Design mac_ctrl, sky130hd; sources not shown.
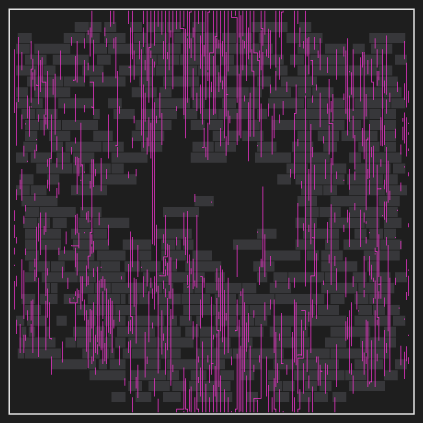
Figure 1: the metal 2 layer.
Drawn at 4 px/um. Cells faint in the background.
share of all routed wire = 49%
wire length on this layer = 4360 um
Vias: 2514
GR Layer Usage met2: 0.287
Total Wirelength: 8940 um

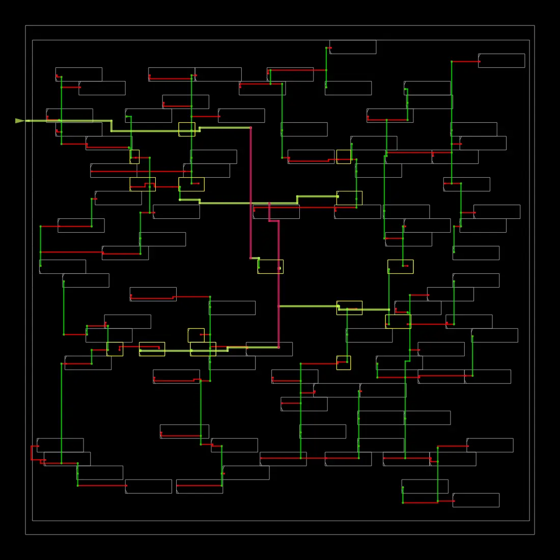
Figure 2: the clock network.
CTS Buf Count: 9
CLK BUF: 9
Clock Skews: 0.00761 ns
clk pwr: 1.40 mW
FF+latch count: 86

==> flow_summary.json <==
{
  "status": "finished with violations",
  "violations": "negative setup slack",
  "ys.warnings.count": 0,
  "hold_path_class": "in -> reg",
  "htreeDepth": 3,
  "drv_cap": 0,
  "worst_slew_pin_slew_ns": 0.487,
  "wl_met2_um": 4360,
  "place_congestion": 0.776,
  "cp_num_buf_inv": 1,
  "post_cts_resized": 95,
  "cp.required_ns": 1.77,
  "synth_area_sq_um": 3710,
  "synth_flops": 86,
  "maxSlewHeadroom": 0.676,
  "grt_busiest_layer": "met2",
  "ctsLongestPathBuffers": 2,
  "grt_antenna_before_repair": 0,
  "fp_util": 0.396,
  "finalClockPeriodUsage": 1.05,
  "post-route-min-period_ns": 1.62,
  "firstDrtPassIters": 4,
  "die_w_um": 101,
  "syn_avg_cell_area_sq_um": 16.8,
  "drive_gt1_frac": 0.344,
  "p_comb_frac": 0.574,
  "wl_met3_um": 658,
  "final_nets": 506,
  "ctsHoldBuffers": 1,
  "final_cell_mix": "dfrtp_1 (85), clkdlybuf4s50_1 (82), mux2_4 (76)",
  "setup_viol": 47,
  "design_area_sq_um": 6020,
  "grt_pass1_wl_um": 13700,
  "die_y_um": 101,
  "grt_max_degree": 87,
  "dp_slack_ns": -0.131,
  "path_depth": 6,
  "wl_met1_um": 3860,
  "p_sw_frac": 0.411,
  "rrSetupSlack_ns": -0.08,
  "clock_latency_ns": 0.34,
  "slew_violations": 0,
  "ff_type": "dfrtp_1",
  "cp-end-kind": "flip-flop",
  "max_freq_ghz": 0.617,
  "hold_viol_final": 0,
  "pg_comb_mw": 7.26,
  "power.density_nw_per_um2": 2100,
  "use_met1": 0.229,
  "place_hpwl_um": 6140,
  "die_area_sq_um": 10200,
  "grt_pass1_vias": 2677,
  "reg2reg_depth": 6,
  "nFillCells": 785,
  "path_cells": "ha_4, buf_4, nor2b_1, nand2_1, o221a_2, mux2_4",
  "postCtsSetupBuffers": 4,
  "power_mw": 12.6,
  "cp_top_family": "flip-flops",
  "clkSlewWorstSetupHoldPaths_ns": 0.09,
  "common_cells": "dfrtp_1 (86), mux2_4 (61), mux2_2 (18), inv_1 (10), ha_1 (9)",
  "max_stage_delay_ns": 0.47,
  "crit_fanout": 4,
  "yosys-top-cells-area": "dfrtp_1 (58%), mux2_4 (25%), mux2_2 (5.5%)",
  "cts-root-buf": "clkbuf_8",
  "postLayoutSetupSlackWorst_ns": -0.0812,
  "hold_path_depth": 2,
  "syn_inst": 221,
  "yosys-stat-area_sq_um": 3710,
  "power_sequential_mw": 3.98,
  "synth-async-reset-ratio": 1.00,
  "cts_tree": "done",
  "tns_ns": -0.795,
  "n_antenna_cell": 0,
  "num_rows": 35,
  "arrival_ns": 1.85,
  "detail-route-antenna-nets": 0,
  "p_sw_mw": 5.20,
  "port_buffers": 165,
  "p_leak_nw": 3.01,
  "maxPowerGroup": "combinational cells",
  "slowest_stage": "dfrtp_2",
  "p_seq_frac": 0.315,
  "ys_seq_frac": 0.580,
  "postPlaceCellArea_sq_um": 5630,
  "yosysTopAreaCellShare": 0.580,
  "drc": 0,
  "warnings": 35,
  "viasPerCell": 4.60,
  "criticalPathCategory": "reg -> reg",
  "core_area_sq_um": 9370,
  "gr-total-overflow": 0,
  "synth_cell_types": 26,
  "ir_worst_vdd_mv": 1.01,
  "grt_use_total": 0.174,
  "largest_reg_flops": 64,
  "most_common_cell": "dfrtp_1"
}
[cell families (layout without fill, tap and decap cells)]
logic type / after synthesis / count (layout) / share of synthesized area
compound gates: 11 / 11 / 0.0212
fa+ha+maj: 9 / 9 / 0.0303
buf+inv: 17 / 214 / 0.0314
flops: 86 / 86 / 0.580
mux: 82 / 82 / 0.310
simple gates: 16 / 16 / 0.0276
[through the flow]
step	hold slack, ns	cells
global route	0.399	547
global placement	0.235	522
floorplan	-0.142	221
detailed placement	0.243	522
finish	0.420	547
CTS	0.399	543
[layout make-up]
class                   instances  area [sq um]  share of cell area
clock inverters                 6          46.3             0.00768
inverters                      10          42.5             0.00706
flip-flops and latches         86          2150               0.357
repair buffers                189          1920               0.319
multi-input cells             118          1580               0.262
well taps                     129           161              0.0268
clock buffers                   9           124              0.0206
Power and IR drop assume default switching activity.
